<file path="src/rtl/demux_stream_pkg.sv">
// Shared types and constants for demux_stream.
//   FIFO_DEPTH : entries per output FIFO (the design supports only 2)
//   CNT_W      : width of the per-channel accept counters
//   state_e    : channel FSM encoding (CH0=0, CH1=1)
//   mode_e     : routing mode encoding (select=0, alternate=1)
//   dbg_t      : layout of the optional debug word
package demux_stream_pkg;

  localparam int unsigned FIFO_DEPTH = 2;
  localparam int unsigned FIFO_CW    = $clog2(FIFO_DEPTH + 1);
  localparam int unsigned CNT_W      = 8;

  typedef enum logic {
    CH0 = 1'b0,
    CH1 = 1'b1
  } state_e;

  typedef enum logic {
    MODE_SELECT = 1'b0,
    MODE_ALT    = 1'b1
  } mode_e;

  typedef struct packed {
    state_e               state;
    logic [FIFO_CW-1:0]   fifo0_cnt;
    logic [FIFO_CW-1:0]   fifo1_cnt;
    logic                 target;
    logic                 accept;
    logic                 in_valid;
    logic                 mode;
  } dbg_t;

  localparam int unsigned DBG_W = $bits(dbg_t);

endpackage

</file>
<file path="src/rtl/demux_stream_if.sv">
// Stream bundle for demux_stream: one upstream port, two downstream ports.
//   master : the environment side (drives in_valid/in_data and outN_ready)
//   slave  : the demux side (drives in_ready, outN_valid, outN_data)
interface demux_stream_if #(
  parameter int unsigned W = 8
) ();

  logic         in_valid;
  logic [W-1:0] in_data;
  logic         in_ready;

  logic         out0_valid;
  logic [W-1:0] out0_data;
  logic         out0_ready;

  logic         out1_valid;
  logic [W-1:0] out1_data;
  logic         out1_ready;

  modport master (
    output in_valid, in_data, out0_ready, out1_ready,
    input  in_ready, out0_valid, out0_data, out1_valid, out1_data
  );

  modport slave (
    input  in_valid, in_data, out0_ready, out1_ready,
    output in_ready, out0_valid, out0_data, out1_valid, out1_data
  );

endinterface

</file>
<file path="src/rtl/demux_fifo2.sv">
// Small synchronous FIFO (DEPTH entries, 2 supported) with head-of-queue output.
//   clk, rst   : clock, synchronous active-high reset
//   push/data  : write request and payload (ignored when full)
//   pop        : read request (ignored when empty)
//   head       : oldest entry, valid while !empty
//   full/empty : occupancy flags, count : number of entries held
module demux_fifo2 #(
  parameter int unsigned W     = 8,
  parameter int unsigned DEPTH = 2,
  parameter int unsigned CW    = $clog2(DEPTH + 1)
) (
  input  logic          clk,
  input  logic          rst,
  input  logic          push,
  input  logic [W-1:0]  push_data,
  input  logic          pop,
  output logic [W-1:0]  head,
  output logic          full,
  output logic          empty,
  output logic [CW-1:0] count
);

  localparam int unsigned PW = (DEPTH > 1) ? $clog2(DEPTH) : 1;

  logic [W-1:0]  mem_q [DEPTH];
  logic [W-1:0]  mem_d [DEPTH];
  logic [PW-1:0] rd_ptr_q, rd_ptr_d;
  logic [PW-1:0] wr_ptr_q, wr_ptr_d;
  logic [CW-1:0] count_q, count_d;
  logic          push_ok, pop_ok;

  // Pointer/count update; push and pop in the same cycle leave count unchanged.
  always_comb begin
    mem_d    = mem_q;
    rd_ptr_d = rd_ptr_q;
    wr_ptr_d = wr_ptr_q;
    push_ok  = push && !full;
    pop_ok   = pop && !empty;
    if (push_ok) begin
      mem_d[wr_ptr_q] = push_data;
      wr_ptr_d        = wr_ptr_q + PW'(1);
    end
    if (pop_ok) begin
      rd_ptr_d = rd_ptr_q + PW'(1);
    end
    count_d = count_q + CW'(push_ok) - CW'(pop_ok);
  end

  always_ff @(posedge clk) begin
    if (rst) begin
      rd_ptr_q <= '0;
      wr_ptr_q <= '0;
      count_q  <= '0;
    end else begin
      rd_ptr_q <= rd_ptr_d;
      wr_ptr_q <= wr_ptr_d;
      count_q  <= count_d;
    end
  end

  // Payload storage carries no reset; occupancy alone defines validity.
  always_ff @(posedge clk) begin
    mem_q <= mem_d;
  end

  assign head  = mem_q[rd_ptr_q];
  assign full  = (count_q == CW'(DEPTH));
  assign empty = (count_q == '0);
  assign count = count_q;

endmodule

</file>
<file path="src/rtl/demux_stream.sv">
// One-to-two stream demultiplexer with a 2-entry FIFO per output channel.
//   clk, rst   : clock, synchronous active-high reset
//   mode       : 0 = route by S, 1 = alternate channels per accepted beat
//   S          : channel select in select mode
//   bus        : upstream in_* and downstream out0_*/out1_* handshakes
//   cnt0, cnt1 : accepted-beat counters per channel (wrap at 256)
//   dbg        : present only with DEMUX_STREAM_DEBUG_EN defined;
//                {state, fifo0 count, fifo1 count, target, accept, in_valid, mode}
module demux_stream
  import demux_stream_pkg::*;
#(
  parameter int unsigned W     = 8,
  parameter int unsigned DEPTH = FIFO_DEPTH
) (
  input  logic             clk,
  input  logic             rst,
  input  logic             mode,
  input  logic             S,
  demux_stream_if.slave    bus,
  output logic [CNT_W-1:0] cnt0,
  output logic [CNT_W-1:0] cnt1
`ifdef DEMUX_STREAM_DEBUG_EN
  ,
  output logic [DBG_W-1:0] dbg
`endif
);

  state_e             state_q, state_d;
  logic [CNT_W-1:0]   cnt0_q, cnt0_d;
  logic [CNT_W-1:0]   cnt1_q, cnt1_d;

  state_e             target;
  logic               in_ready_c;
  logic               accept;
  logic               push0, push1, pop0, pop1;
  logic               full0, full1, empty0, empty1;
  logic [FIFO_CW-1:0] fifo0_cnt, fifo1_cnt;

  demux_fifo2 #(.W(W), .DEPTH(DEPTH), .CW(FIFO_CW)) u_fifo0 (
    .clk       (clk),
    .rst       (rst),
    .push      (push0),
    .push_data (bus.in_data),
    .pop       (pop0),
    .head      (bus.out0_data),
    .full      (full0),
    .empty     (empty0),
    .count     (fifo0_cnt)
  );

  demux_fifo2 #(.W(W), .DEPTH(DEPTH), .CW(FIFO_CW)) u_fifo1 (
    .clk       (clk),
    .rst       (rst),
    .push      (push1),
    .push_data (bus.in_data),
    .pop       (pop1),
    .head      (bus.out1_data),
    .full      (full1),
    .empty     (empty1),
    .count     (fifo1_cnt)
  );

  // Routing, handshake and next-state. A full target refuses the beat even if
  // it is being popped this cycle, so there is no full-to-full pass-through.
  always_comb begin
    target     = CH0;
    state_d    = state_q;
    cnt0_d     = cnt0_q;
    cnt1_d     = cnt1_q;

    if (mode_e'(mode) == MODE_ALT) begin
      target = state_q;
    end else begin
      target = S ? CH1 : CH0;
    end

    // Reset cycles never accept, so ready is withheld while rst is high.
    in_ready_c = !rst && !((target == CH1) ? full1 : full0);
    accept     = bus.in_valid && in_ready_c;
    push0      = accept && (target == CH0);
    push1      = accept && (target == CH1);
    pop0       = bus.out0_ready && !empty0;
    pop1       = bus.out1_ready && !empty1;

    // Select mode parks the FSM on CH0 so alternate mode always starts there.
    if (mode_e'(mode) == MODE_SELECT) begin
      state_d = CH0;
    end else if (accept) begin
      state_d = (state_q == CH0) ? CH1 : CH0;
    end

    cnt0_d = cnt0_q + CNT_W'(push0);
    cnt1_d = cnt1_q + CNT_W'(push1);
  end

  always_ff @(posedge clk) begin
    if (rst) begin
      state_q <= CH0;
      cnt0_q  <= '0;
      cnt1_q  <= '0;
    end else begin
      state_q <= state_d;
      cnt0_q  <= cnt0_d;
      cnt1_q  <= cnt1_d;
    end
  end

  assign bus.in_ready   = in_ready_c;
  assign bus.out0_valid = !empty0;
  assign bus.out1_valid = !empty1;
  assign cnt0           = cnt0_q;
  assign cnt1           = cnt1_q;

`ifdef DEMUX_STREAM_DEBUG_EN
  dbg_t dbg_s;

  always_comb begin
    dbg_s           = '0;
    dbg_s.state     = state_q;
    dbg_s.fifo0_cnt = fifo0_cnt;
    dbg_s.fifo1_cnt = fifo1_cnt;
    dbg_s.target    = target;
    dbg_s.accept    = accept;
    dbg_s.in_valid  = bus.in_valid;
    dbg_s.mode      = mode;
  end

  assign dbg = dbg_s;
`else
  logic unused_fifo_cnt;
  assign unused_fifo_cnt = ^{fifo0_cnt, fifo1_cnt};
`endif

endmodule

</file>
<file path="src/flat_wrapper.sv">
// flat-port wrapper written by rule: the top's interface ports become plain ports
module demux_stream_flat import demux_stream_pkg::*;
#(
  parameter int unsigned W     = 8,
  parameter int unsigned DEPTH = FIFO_DEPTH
)
  (clk, rst, mode, S, cnt0, cnt1, bus_in_valid, bus_in_data, bus_out0_ready, bus_out1_ready, bus_in_ready, bus_out0_valid, bus_out0_data, bus_out1_valid, bus_out1_data);
  demux_stream_if #(.W(W)) bus_i ();
  input  logic clk;
  input  logic rst;
  input  logic mode;
  input  logic S;
  output logic [CNT_W-1:0] cnt0;
  output logic [CNT_W-1:0] cnt1;
  input wire logic [$bits(bus_i.in_valid)-1:0] bus_in_valid;
  input wire logic [$bits(bus_i.in_data)-1:0] bus_in_data;
  input wire logic [$bits(bus_i.out0_ready)-1:0] bus_out0_ready;
  input wire logic [$bits(bus_i.out1_ready)-1:0] bus_out1_ready;
  output wire logic [$bits(bus_i.in_ready)-1:0] bus_in_ready;
  output wire logic [$bits(bus_i.out0_valid)-1:0] bus_out0_valid;
  output wire logic [$bits(bus_i.out0_data)-1:0] bus_out0_data;
  output wire logic [$bits(bus_i.out1_valid)-1:0] bus_out1_valid;
  output wire logic [$bits(bus_i.out1_data)-1:0] bus_out1_data;
  assign bus_i.in_valid = bus_in_valid;
  assign bus_i.in_data = bus_in_data;
  assign bus_i.out0_ready = bus_out0_ready;
  assign bus_i.out1_ready = bus_out1_ready;
  assign bus_in_ready = bus_i.in_ready;
  assign bus_out0_valid = bus_i.out0_valid;
  assign bus_out0_data = bus_i.out0_data;
  assign bus_out1_valid = bus_i.out1_valid;
  assign bus_out1_data = bus_i.out1_data;
  demux_stream #(.W(W), .DEPTH(DEPTH)) u_core (.clk(clk), .rst(rst), .mode(mode), .S(S), .bus(bus_i), .cnt0(cnt0), .cnt1(cnt1));
endmodule
</file>
<file path="config.mk">
export PLATFORM = sky130hd
export DESIGN_NAME = demux_stream_flat
export DESIGN_NICKNAME = d
export VERILOG_FILES = /design/src/rtl/demux_stream_pkg.sv /design/src/rtl/demux_stream_if.sv /design/src/rtl/demux_fifo2.sv /design/src/rtl/demux_stream.sv /design/src/flat_wrapper.sv
export SDC_FILE = /design/constraint.sdc
export NUM_CORES = 1
export LEC_CHECK = 0
export CAP_MARGIN = 40
export CORE_UTILIZATION = 52
export CTS_BUF_LIST = sky130_fd_sc_hd__clkbuf_8
export DETAILED_ROUTE_END_ITERATION = 7
export PLACE_DENSITY = 0.86
export SLEW_MARGIN = 20
export SYNTH_ARGS = -nofsm -noshare
export SYNTH_HDL_FRONTEND = slang
export SYNTH_SLANG_ARGS = --single-unit
</file>
<file path="constraint.sdc">
create_clock -name clk -period 2.4 [get_ports clk]
set_input_delay 0.72 -clock clk [delete_from_list [all_inputs] [get_ports clk]]
set_output_delay 0.72 -clock clk [all_outputs]
set_load 0.02 [all_outputs]
</file>
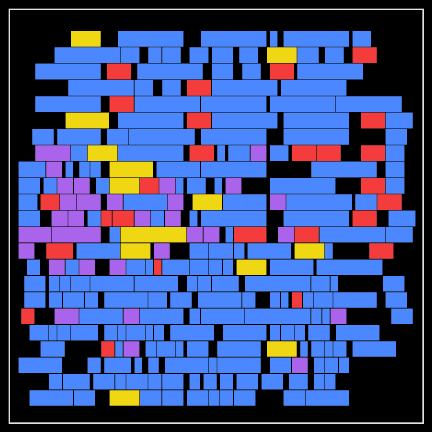
Fig. 1. Cells by drive strength.
Drawn at 6 px/um.
red -> x2  # cells 26, most used mux2_2
yellow -> x6 and larger  # cells 13, most used clkbuf_8
blue -> x1 and smaller  # cells 195, most used edfxtp_1
purple -> x3 and x4  # cells 31, most used buf_4
Area growth syn-to-layout: 42.25%
PnR worst setup slack: 0.07443 ns
Final Cell Area: 3294 sq um
Buffers, non-clock: 76

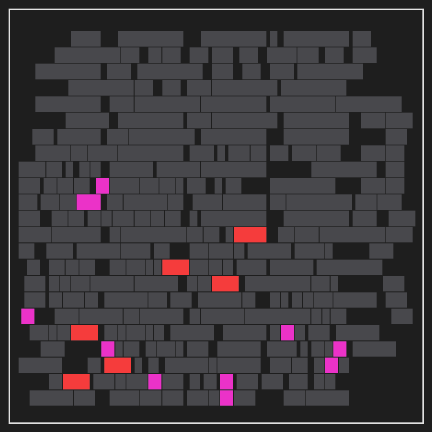
Fig. 2. Gate families picked out.
Drawn at 6 px/um.
red -> fa/ha/maj cells  # cells 6
magenta -> and/or cells  # cells 10
most numerous logic cell after layout: edfxtp_1
non-filler cells, final: 315

==> CHANGELOG.md <==
## Implementation

* Outcome: complete, no violations
* Asr flop ratio synth at 0%
* Log Warnings at 26
* First-pass iteration count of the detailed router at 4
* Antenna cell count at 0
* Clock Root Buffer: clkbuf_8
* Slowest CP cell: mux2_4
* WHS at 0.4921 ns
* Vias/cell at 5.311
* And-or/or-and share of the synthesized area at 5.240%
* Leakage at 1.287 nW
* FMAX at 0.4300 GHz
* Warnings, synthesis at 0
* Total core area at 4144 sq um
* Final Cycle Share at 96.90%
* Max-area cell class: flip-flops and latches
* Proportion of layout cells with a drive suffix above 1 at 26.42%
* CP Capture Type: primary output
* Req. time, crit path at 1.68 ns
* Input/output buffers at 49
* Met3 Wirelength at 247 um
* DR DRC count at 0
* Fin nets at 281
* Final setup vio count at 0
* Path type of the worst setup path: in -> out
* Wire length on met2 at 2.646 mm
* Clock Latency Late Sink at 0.34 ns
* Pins Over Slew Limit at 0
* Register share after synthesis at 63.10%
* HPWL Detailed at 3.200 mm
* Antenna Nets Post-Route at 0
* GRT Residual Overflow at 0
* Top layer in use: met4
* Top cells by count, synth: edfxtp_1, dfxtp_1, mux2_2
* Pwr dens at 885.0 nW/um^2
* Tot GR Track Use at 24.18%
* Largest area contributor in the netlist: edfxtp_1
* Inverters at 4
* Placed Area at 3052 sq um
* Largest net degree at the start of global routing at 17
* Multi-input gates at 112
* Die Area at 4725 sq um
* Clock transition at path regs at 0.06 ns
* Flip-flops with a built-in enable at 32
* Count leader, synth: edfxtp_1
* Cell Area, Synth at 2316 sq um
* Largest cells by area after synthesis: edfxtp_1, dfxtp_1, mux2_2, ha_1, nor2b_1
* M3 GR Usage at 8.553%
* Post-Syn Instances at 179
* Via count at 1673
* Die Wd at 68.74 um
* Netlist cell types at 31
* First-pass GRT wire length at 7.672 mm
* Chip Area, Yosys at 2316 sq um
* Setup Skew at 0.008884 ns
* Synth top area share at 41.49%
* WL final at 5.020 mm
* Top cell family by delay on the critical path: buffers and inverters
* Final Critical Period at 2.326 ns
* Worst vdd ir at 0.0006602 V
* Clock-cell share at 5.735%
* Dominant flop cell: edfxtp_1
* RSZ-0062 raised after global routing: no
* Clock Sinks at 57
* Comb area at 858.3 sq um
* Io pins at 50
* DIE HEIGHT at 68.74 um
* Placed instance count at 296
* Number of standard cells reported by yosys at 179
* Comb area share at 26.05%
* Worst-path fanout max at 3
* CTS Buf Count at 9
* Arr. time, crit path at 1.61 ns
* Pre-CTS WS at -0.7153 ns
* WP buf/inv at 2
* Number of global-route vias before repair at 1650
* Slew @ Worst Pin at 0.4451 ns
* Met2 GRT Util at 40.69%
* Flip-flop and latch area at 1461 sq um
* Wl on met1 at 2.033 mm
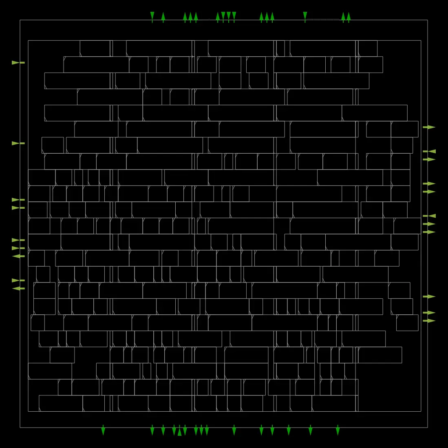
Fig. 3. Placement view.
Flops: 57
Row Count: 23
register share of the cell area: 44.36%
TAP cells: 50

timing repair:
item                                    in CTS  in global routing
buffers inserted                             3                  0
endpoints found under the setup margin      23                 19
hold buffers                                 0                  0
pin swaps                                    2                  1
hold endpoints to repair                     0                  0
resized                                     29                  6
through the flow:
step	util, %	setup TNS, ns	power (mW)
final	79.50	0	2.916
after global routing	79.50	0	3.040
after CTS	78.93	0	2.923
after detailed placement	73.64	-9.509	2.070
after global placement	73.64	-7.878	2.052
after floorplan	-	0	1.684
cell families (layout without fill, tap and decap cells):
kind of cell,count (synthesis),in the layout
AND/OR/NAND/NOR,52,52
buffers and inverters,10,96
multiplexers,20,20
adder cells (fa/ha/maj),6,6
AND-OR/OR-AND,22,22
XOR/XNOR,12,12
flip-flops,57,57
report_power, final:
| group | switching, mW | leakage (nW) | internal [mW] |
|---|---|---|---|
| registers | 0.0596 | 0.493 | 1.11 |
| logic | 0.438 | 0.688 | 0.448 |
| clock network | 0.366 | 0.106 | 0.492 |
path summary, 6_finish.rpt:
check | from | to | depth (start not counted) | slack [ns]
setup reg to reg | u_core.u_fifo0.count[0] | u_core.cnt0[6] | 9 | 0.45
setup / recovery | S | bus_in_ready | 4 | 0.07
hold / removal | u_core.cnt0[7] | u_core.cnt0[7] | 2 | 0.49
hold reg to reg | u_core.cnt0[7] | u_core.cnt0[7] | 2 | 0.49
state kept, by name, indices dropped and copies added, names as in the netlist:
signal / cells
u_core.cnt0: 8
u_core.cnt1: 8
u_core.state_q: 1
u_core.u_fifo0.count: 2
u_core.u_fifo0.mem_q: 16
u_core.u_fifo0.rd_ptr_q: 1
u_core.u_fifo0.wr_ptr_q: 1
u_core.u_fifo1.count: 2
u_core.u_fifo1.mem_q: 16
u_core.u_fifo1.rd_ptr_q: 1
u_core.u_fifo1.wr_ptr_q: 1
Power figures rest on the tool's default switching activity, not on a simulated workload.
